<file path="src/rtl/rtm_rd_arb.sv">
// rtm_rd_arb -- round-robin, burst-locking arbiter for the single RTM read port.
//
// Shares the RTM read port between NUM_REQ clients (0 = DRAM writer, 1 = X-bus,
// 2 = Fc, 3 = Add, 4 = Remap). Once a client's first beat is accepted, the port
// stays locked to it until its last beat. Reads are issued with registered
// rd_en/rd_addr. A tag pipeline routes the returned data back to the issuing
// client, in issue order, RD_LAT cycles after acceptance.
//
// Ports
//   clk, rstn   clock, synchronous active-low reset
//   req_vld     per-client beat valid
//   req_last    per-client "this beat ends the burst"
//   req_en      per-client slice enables, client i at [i*S +: S]
//   req_addr    per-client slice addresses, client i at [i*S*ADDR_W +: S*ADDR_W]
//   req_rdy     combinational accept strobe, at most one bit set
//   rd_en       registered RTM slice read enable
//   rd_addr     registered RTM slice read address (holds when idle)
//   dout        RTM read data
//   rsp_data    registered copy of dout, shared by all clients
//   rsp_vld     one-hot owner of rsp_data
//   rsp_last    returned beat was the last of its burst
//   busy        a multi-beat burst currently owns the port
module rtm_rd_arb #(
   parameter int unsigned NUM_REQ = 5,
   parameter int unsigned S       = 8,
   parameter int unsigned ADDR_W  = 12,
   parameter int unsigned DW      = 512,
   parameter int unsigned RD_LAT  = 5
) (
   input  logic                          clk,
   input  logic                          rstn,
   input  logic [NUM_REQ-1:0]            req_vld,
   input  logic [NUM_REQ-1:0]            req_last,
   input  logic [NUM_REQ*S-1:0]          req_en,
   input  logic [NUM_REQ*S*ADDR_W-1:0]   req_addr,
   output logic [NUM_REQ-1:0]            req_rdy,
   output logic [S-1:0]                  rd_en,
   output logic [S*ADDR_W-1:0]           rd_addr,
   input  logic [DW-1:0]                 dout,
   output logic [DW-1:0]                 rsp_data,
   output logic [NUM_REQ-1:0]            rsp_vld,
   output logic [NUM_REQ-1:0]            rsp_last,
   output logic                          busy
);

   localparam int unsigned PW       = (NUM_REQ > 1) ? $clog2(NUM_REQ) : 1;
   // The tag spends RD_LAT-1 cycles in the shift register; the response
   // register adds the final cycle. RD_LAT >= 3 keeps at least two stages.
   localparam int unsigned TD       = RD_LAT - 1;
   localparam logic [PW-1:0] LAST_IDX = PW'(NUM_REQ - 1);

   typedef enum logic {
      IDLE,
      BUSY
   } state_e;

   state_e          state_q, state_d;
   logic [PW-1:0]   owner_q, owner_d;
   logic [PW-1:0]   rr_ptr_q, rr_ptr_d;

   logic            win_found;
   logic [PW-1:0]   win_idx;
   logic [PW-1:0]   sel_idx;
   logic            sel_vld;
   logic            accept;
   logic            acc_last;
   logic [S-1:0]    sel_en;
   logic [S*ADDR_W-1:0] sel_addr;

   logic [S-1:0]        rd_en_q;
   logic [S*ADDR_W-1:0] rd_addr_q;

   logic [TD-1:0]   tag_vld_q;
   logic [TD-1:0]   tag_last_q;
   logic [PW-1:0]   tag_id_q [TD];

   logic [DW-1:0]       rsp_data_q;
   logic [NUM_REQ-1:0]  rsp_vld_q, rsp_vld_d;
   logic [NUM_REQ-1:0]  rsp_last_q, rsp_last_d;

   // Pointer increment with an explicit wrap at NUM_REQ-1.
   function automatic logic [PW-1:0] wrap_inc(input logic [PW-1:0] x);
      return (x == LAST_IDX) ? '0 : x + PW'(1);
   endfunction

   // Client index k positions after base, modulo NUM_REQ (base < NUM_REQ).
   function automatic logic [PW-1:0] rr_idx(input logic [PW-1:0] base, input int unsigned k);
      int unsigned t;
      t = 32'(base) + k;
      if (t >= NUM_REQ) t = t - NUM_REQ;
      return PW'(t);
   endfunction

   // Round-robin search starting at rr_ptr.
   always_comb begin
      win_found = 1'b0;
      win_idx   = '0;
      for (int unsigned k = 0; k < NUM_REQ; k++) begin
         if (!win_found && req_vld[rr_idx(rr_ptr_q, k)]) begin
            win_found = 1'b1;
            win_idx   = rr_idx(rr_ptr_q, k);
         end
      end
   end

   // While locked, only the owner is considered; its bubbles grant nothing.
   always_comb begin
      if (state_q == BUSY) begin
         sel_idx = owner_q;
         sel_vld = req_vld[owner_q];
      end else begin
         sel_idx = win_idx;
         sel_vld = win_found;
      end
   end

   assign accept   = rstn & sel_vld;
   assign acc_last = req_last[sel_idx];

   // Mux the selected client's slice enables and addresses.
   always_comb begin
      sel_en   = '0;
      sel_addr = '0;
      for (int unsigned k = 0; k < NUM_REQ; k++) begin
         if (sel_idx == PW'(k)) begin
            sel_en   = req_en[k*S +: S];
            sel_addr = req_addr[k*S*ADDR_W +: S*ADDR_W];
         end
      end
   end

   // FSM: state register.
   always_ff @(posedge clk) begin
      if (!rstn) begin
         state_q  <= IDLE;
         owner_q  <= '0;
         rr_ptr_q <= '0;
      end else begin
         state_q  <= state_d;
         owner_q  <= owner_d;
         rr_ptr_q <= rr_ptr_d;
      end
   end

   // FSM: next state. A single-beat burst is granted and released in IDLE.
   always_comb begin
      state_d  = state_q;
      owner_d  = owner_q;
      rr_ptr_d = rr_ptr_q;
      case (state_q)
         IDLE: begin
            if (accept) begin
               if (acc_last) begin
                  rr_ptr_d = wrap_inc(sel_idx);
               end else begin
                  state_d = BUSY;
                  owner_d = sel_idx;
               end
            end
         end
         BUSY: begin
            if (accept && acc_last) begin
               state_d  = IDLE;
               rr_ptr_d = wrap_inc(owner_q);
            end
         end
         default: state_d = IDLE;
      endcase
   end

   // FSM: outputs.
   always_comb begin
      req_rdy = '0;
      if (accept) req_rdy[sel_idx] = 1'b1;
   end

   assign busy = (state_q == BUSY);

   // RTM issue: enable only on an accepted beat, address holds otherwise.
   always_ff @(posedge clk) begin
      if (!rstn) begin
         rd_en_q   <= '0;
         rd_addr_q <= '0;
      end else begin
         rd_en_q <= accept ? sel_en : '0;
         if (accept) rd_addr_q <= sel_addr;
      end
   end

   assign rd_en   = rd_en_q;
   assign rd_addr = rd_addr_q;

   // Return-path tag pipeline; reset discards everything in flight.
   always_ff @(posedge clk) begin
      if (!rstn) begin
         tag_vld_q  <= '0;
         tag_last_q <= '0;
         for (int unsigned k = 0; k < TD; k++) tag_id_q[k] <= '0;
      end else begin
         tag_vld_q  <= {tag_vld_q[TD-2:0], accept};
         tag_last_q <= {tag_last_q[TD-2:0], acc_last};
         tag_id_q[0] <= sel_idx;
         for (int unsigned k = 1; k < TD; k++) tag_id_q[k] <= tag_id_q[k-1];
      end
   end

   always_comb begin
      rsp_vld_d  = '0;
      rsp_last_d = '0;
      if (tag_vld_q[TD-1]) begin
         rsp_vld_d[tag_id_q[TD-1]]  = 1'b1;
         rsp_last_d[tag_id_q[TD-1]] = tag_last_q[TD-1];
      end
   end

   always_ff @(posedge clk) begin
      if (!rstn) begin
         rsp_data_q <= '0;
         rsp_vld_q  <= '0;
         rsp_last_q <= '0;
      end else begin
         rsp_data_q <= dout;
         rsp_vld_q  <= rsp_vld_d;
         rsp_last_q <= rsp_last_d;
      end
   end

   assign rsp_data = rsp_data_q;
   assign rsp_vld  = rsp_vld_q;
   assign rsp_last = rsp_last_q;

endmodule

</file>
<file path="config.mk">
export PLATFORM = sky130hd
export DESIGN_NAME = rtm_rd_arb
export DESIGN_NICKNAME = d
export VERILOG_FILES = /design/src/rtl/rtm_rd_arb.sv
export SDC_FILE = /design/constraint.sdc
export NUM_CORES = 1
export LEC_CHECK = 0
export CORE_AREA = 8 8 655 657
export CTS_CLUSTER_DIAMETER = 200
export CTS_CLUSTER_SIZE = 10
export DETAILED_ROUTE_END_ITERATION = 8
export DIE_AREA = 0 0 663 665
export SETUP_SLACK_MARGIN = 0.02
export SLEW_MARGIN = 20
export SYNTH_ARGS = -nofsm -noshare
export SYNTH_HDL_FRONTEND = slang
export SYNTH_SLANG_ARGS = --single-unit
</file>
<file path="constraint.sdc">
create_clock -name clk -period 8.1 [get_ports clk]
set_clock_uncertainty 0.2 [all_clocks]
set_input_delay 1.62 -clock clk [delete_from_list [all_inputs] [get_ports clk]]
set_output_delay 1.62 -clock clk [all_outputs]
set_load 0.01 [all_outputs]
</file>
==> metrics.yaml, run 1 <==
topCellsByArea: "dfxtp_1 (58%), and2_1 (15%), a222oi_1 (4.6%)"
ys_seq_share_pct: 57.8
synthDistinctLibCells: 78
synthCells: 2240
viasPerCell: 2.81
fmax_ghz: 0.130
drc: 12
top_cell: "dfxtp_1"
fin_hold_ws_ns: 0.218
clock_sinks: 653
worstSkewPairLatency_ns: 0.76
adder_share_pct: 0.918
slowest_stage: "mux4_1"
crit_chain: "clkdlybuf4s50_1 -> mux4_1 -> mux2_2 -> and2_4 -> or3_1 -> or3b_1 -> nor3_1 -> a22o_1 -> nand2_2 -> inv_2 -> nand3_1 -> nor2_1 -> clkdlybuf4s50_1"
cts_tree: "done"
synth_area_um2: 22600
violations: "DRC"
use_met3_pct: 8.24
antenna_found_initial: 416
cts_buffers: 82
ys_sh_xor_pct: 0.116
finalWorstSetupSlack_ns: 0.402
ys_sh_mux_pct: 0.978
dieHeight_um: 665
pin_count: 1676
grt_overflow: 0
gp_congestion: 0.986
floorplan.nets: 3300
status: "finished with violations"
p_total_w: 0.0147
grtUsageTotal_pct: 15.7
drive_above_1_share_pct: 4.53
largest_reg_flops: 512
comb_share_pct: 18.2
clock-root-buffer: "clkbuf_16"
tool_warnings: 47
bufAreaShareNonClock_pct: 35.5
yosys_warnings: 0
cp_top_family: "simple AND/OR/NAND/NOR gates"
synthFlopType: "dfxtp_1"
maxSlewViolCount: 0
chip_area_um2: 441000
synth_area_per_cell_um2: 10.1
ant_nets: 0
cap_violations: 0
drtIter0Drc: 2390
first_pass_iters: 9
hold_class: "reg -> reg"
cp.arrival_ns: 5.88
critPathMaxStageDelay_ns: 0.62
port_buffers: 1675
pre_cts_ws_ns: 0.479
wl_per_cell_um: 38.5
postCtsSetupRepairBufs: 0
post-route-min-period_ns: 7.70
finalHoldViolations: 0
dominant_cells: "non-clock buffers"
hold_buffers: 0
enable_flop_cells: 0
lay_top_count: "clkdlybuf4s50_1"
die_x_um: 663
synth-seq-cells: 653
clockBufferDepth: 4
synth.cellmix.compoundShare_pct: 17.4
crit_fanout: 9
rsz0062_at_grt: "false"
fp_util_pct: 5.41
setup_tns_ns: 0
p_leak_nw: 16.2
dp_cells: 9293
use_met2_pct: 30.5
fin_nets: 4917
logic_gates: 1382
topCombFamilyByArea: "simple AND/OR/NAND/NOR gates"
relSlewSlack_pct: 29.9
htree_levels: 3
buffers: 1722
top_usage_layer: "met2"
final_cell_area_um2: 48500
area_growth_pct: 114
setup_violations: 0
critPathCaptureType: "output port"
clkTransAtPathRegs_ns: 0.06
cp.required_ns: 6.28
cp_num_buf_inv: 3
critPathMostFrequentCell: "clkdlybuf4s50_1"
post-route-period-util_pct: 95.0
yosys.area.top_type: "dfxtp_1"
## run 1: routing by layer
layer	vias up	wire length (um)
met5	-	471
met4	68	16700
met3	882	43900
met2	2119	195000
met1	12400	108000
li1	11100	-
## run 1: power breakdown
group	switching [W]	internal, W	total [W]
sequential	0.000161	0.00355	0.00371
combinational	0.00451	0.00289	0.00740
clock	0.00169	0.00188	0.00358
total	0.00637	0.00832	0.0147
## run 1: final timing paths
kind,from,to,cells after the start,slack [ns]
worst max-delay path,req_vld[3],req_rdy[3],13,0.40
worst min-delay path,tag_id_q[1][1],tag_id_q[2][1],1,0.22
worst max register to register,rr_ptr_q[2],rd_addr[73],17,1.80
worst min register to register,tag_id_q[1][1],tag_id_q[2][1],1,0.22
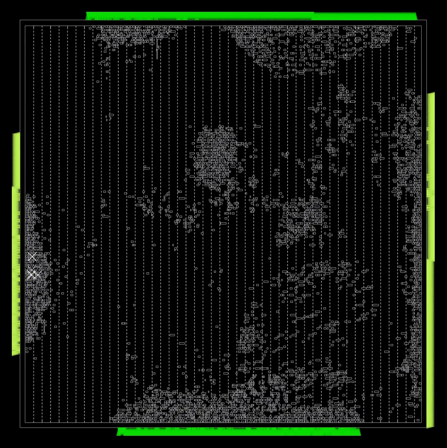
Fig. 1. Placed standard cells (run 1).
fillers: 47700
TAP cells: 5520
end-of-flow core utilization: 11.6%
row count: 238
flop count: 653

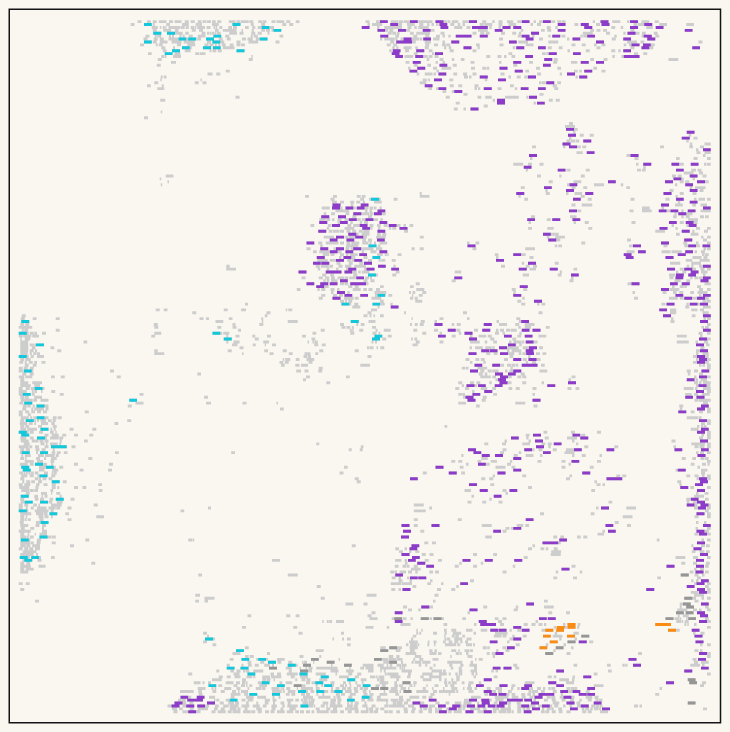
Fig. 2. Sequential cells coloured by netlist name (run 1).
signal	colour	flops
`rsp_data`	purple	512
`rd_addr`	cyan	96
`tag_id_q`	orange	12
not coloured	33
Seq. cell area: 13100 um2
flop share of the area: 27.0%
P_seq: 0.00371 W

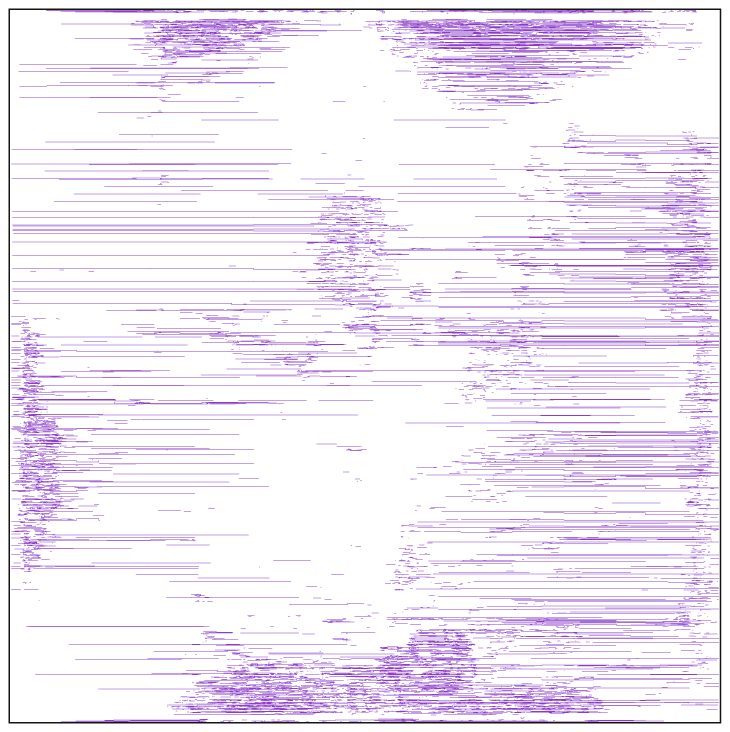
Fig. 3. M1 wires (run 1).
main direction	horizontal
wire length on this layer	108 mm
nets with wire on the layer	4585
longest straight run	325 um
share of all routed wire	30%
final WL: 364 mm
vias: 26500
met1 Resource Use GR: 13.7%

## Run 2: what changed since run 1
--- a/config.mk
+++ b/config.mk
@@ -11,7 +11,6 @@
 export DETAILED_ROUTE_END_ITERATION = 8
 export DIE_AREA = 0 0 663 665
 export SETUP_SLACK_MARGIN = 0.02
-export SLEW_MARGIN = 20
 export SYNTH_ARGS = -nofsm -noshare
 export SYNTH_HDL_FRONTEND = slang
 export SYNTH_SLANG_ARGS = --single-unit
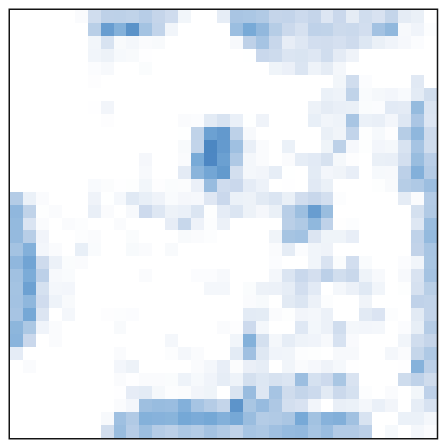
Fig. 4. Placement density heat map (run 2).
33 x 33 tiles, from white (low) to dark blue (high), 0 to 100% covered.
fullest tile	65%
emptiest ninth of the die	north-west
densest ninth of the die	south
nearly empty tiles	50%
core area: 418000 um2
fp_density: 5.41%
end-of-flow core utilization: 11.6%

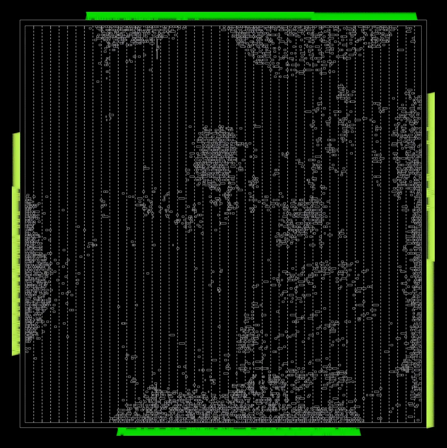
Fig. 5. Placed standard cells (run 2).
Final Non-Filler Cells: 9454
flop share of the area: 27.0%
fillers: 47800

==> run 2 against run 1 <==
Compared with the run above:
- the run now ends clean
- die area unchanged
- via count down 0.24%
- core utilization about the same
- final area about the same
- first-iteration DRC count down 1.9%
- hold slack better by 0.0032 ns
- synthesized cell count unchanged
- cell count about the same
- sequential share of layout area about the same
- routed wire length about the same
- clock power about the same
- critical path type unchanged
- critical endpoint unchanged
- largest cell class unchanged
- highest routed layer unchanged
==> metrics.yaml, run 2 <==
fp-row-count: 238  # unchanged
clock_sinks: 653  # unchanged
cp.arrival_ns: 5.85  # -0.03 ns
yosys.area.top_type: "dfxtp_1"
clockBufferDepth: 4  # unchanged
worstHoldStart: "tag_id_q[1][1]"
setup_violations: 0  # unchanged
crit_cells: 13  # unchanged
port_buffers: 1675  # unchanged
yosys_warnings: 0  # unchanged
cts_tree: "done"
crit_chain: "clkdlybuf4s50_1 -> mux4_1 -> mux2_2 -> and2_4 -> or3_1 -> or3b_1 -> nor3_1 -> a22o_1 -> nand2_2 -> inv_2 -> nand3_1 -> nor2_1 -> clkdlybuf4s50_1"
drt-total-wl_mm: 364  # about the same
ys_seq_share_pct: 57.8  # unchanged
fin_hold_ws_ns: 0.222  # +0.00320 ns
pin_count: 1676  # unchanged
synth-seq-cells: 653  # unchanged
ys_sh_xor_pct: 0.116  # unchanged
reg2reg_from: "rr_ptr_q[2]"
status: "completed"
first_pass_iters: 9  # unchanged
wl_met3_mm: 45.0  # +2.5%
use_met3_pct: 8.52  # +0.27 points
finalHoldViolations: 0  # unchanged
tool_warnings: 47  # unchanged
cp_num_buf_inv: 3  # unchanged
ys_sh_mux_pct: 0.978  # unchanged
relSlewSlack_pct: 23.4  # -6.6 points
rsz0062_at_grt: "false"
topCombFamilyByArea: "simple AND/OR/NAND/NOR gates"
dp_cells: 9293  # unchanged
largest_reg_flops: 512  # unchanged
slowest_stage: "mux4_1"
topCellsByArea: "dfxtp_1 (58%), and2_1 (15%), a222oi_1 (4.6%)"
synthCells: 2240  # unchanged
top_usage_layer: "met2"
setup_tns_ns: 0  # unchanged
viasPerCell: 2.80  # -0.20%
post-route-period-util_pct: 94.6  # -0.40 points
gp_congestion: 0.986  # unchanged
pre_cts_ws_ns: 0.521  # +0.0419 ns
num_vias: 26500  # -0.24%
area_growth_pct: 114  # about the same
synth_area_per_cell_um2: 10.1  # unchanged
synth_area_um2: 22600  # unchanged
antenna_found_initial: 412  # -0.96%
grt_overflow: 0  # unchanged
hold_buffers: 0  # unchanged
p_leak_nw: 16.2  # about the same
r2r-end: "rd_addr[73]"
htree_levels: 3  # unchanged
synthFlopType: "dfxtp_1"
maxSlewViolCount: 0  # unchanged
adder_share_pct: 0.918  # unchanged
drive_above_1_share_pct: 4.50  # -0.026 points
critPathMostFrequentCell: "clkdlybuf4s50_1"
hold_end: "tag_id_q[2][1]"
postCtsSetupRepairBufs: 0  # unchanged
grtUsageTotal_pct: 15.7  # about the same
cts_buffers: 82  # unchanged
synthDistinctLibCells: 78  # unchanged
rrSetupSlack_ns: 1.83  # +0.03 ns
hold_depth: 1  # unchanged
dpl-instance-area_um2: 46100
clkTransAtPathRegs_ns: 0.06  # about the same
floorplan.nets: 3300  # unchanged
chip_area_um2: 441000  # unchanged
wl_met1_mm: 107  # -1.1%
top_cell: "dfxtp_1"
grt_use_met1_pct: 13.5  # -0.20 points
cp.required_ns: 6.28  # about the same
post-route-min-period_ns: 7.67  # -0.0326 ns
wl_per_cell_um: 38.4  # about the same
drtIter0Drc: 2344  # -1.9%
fmax_ghz: 0.130  # +0.43%
ant_nets: 0  # unchanged
lay_top_count: "clkdlybuf4s50_1"
die_x_um: 663  # unchanged
critPathCaptureType: "output port"
cap_violations: 0  # unchanged
finalWorstSetupSlack_ns: 0.435  # +0.0326 ns
wl_met2_mm: 193  # -0.55%
enable_flop_cells: 0  # unchanged
-- run 2: final cells by class --
type                       instances  area, um2
antenna                           68        170
multi-input combinational       1382       8820
fill                           47800     370000
clock buffer                      83       2080
tap                             5520       6910
inverter                          16       67.6
timing repair buffer            1722      17200
sequential                       653      13100
clock inverter                    10        126
-- run 2: power breakdown --
part	internal [W]	switching, W
sequential	0.00355	0.000163
clock	0.00188	0.00169
combinational	0.00289	0.00448
-- run 2: worst max-delay path by stage --
stage	endpoint	slack (ns)	startpoint
finish	req_rdy[3]	0.43	req_vld[3]
global route	req_rdy[2]	0.27	req_vld[3]
CTS	req_rdy[3]	0.50	req_vld[3]
detailed placement	req_rdy[3]	0.52	req_vld[3]
global placement	req_rdy[2]	0.49	req_vld[3]
floorplan	req_rdy[0]	1.62	req_vld[1]
No activity file was given, so power comes from the tool's default toggle rates.
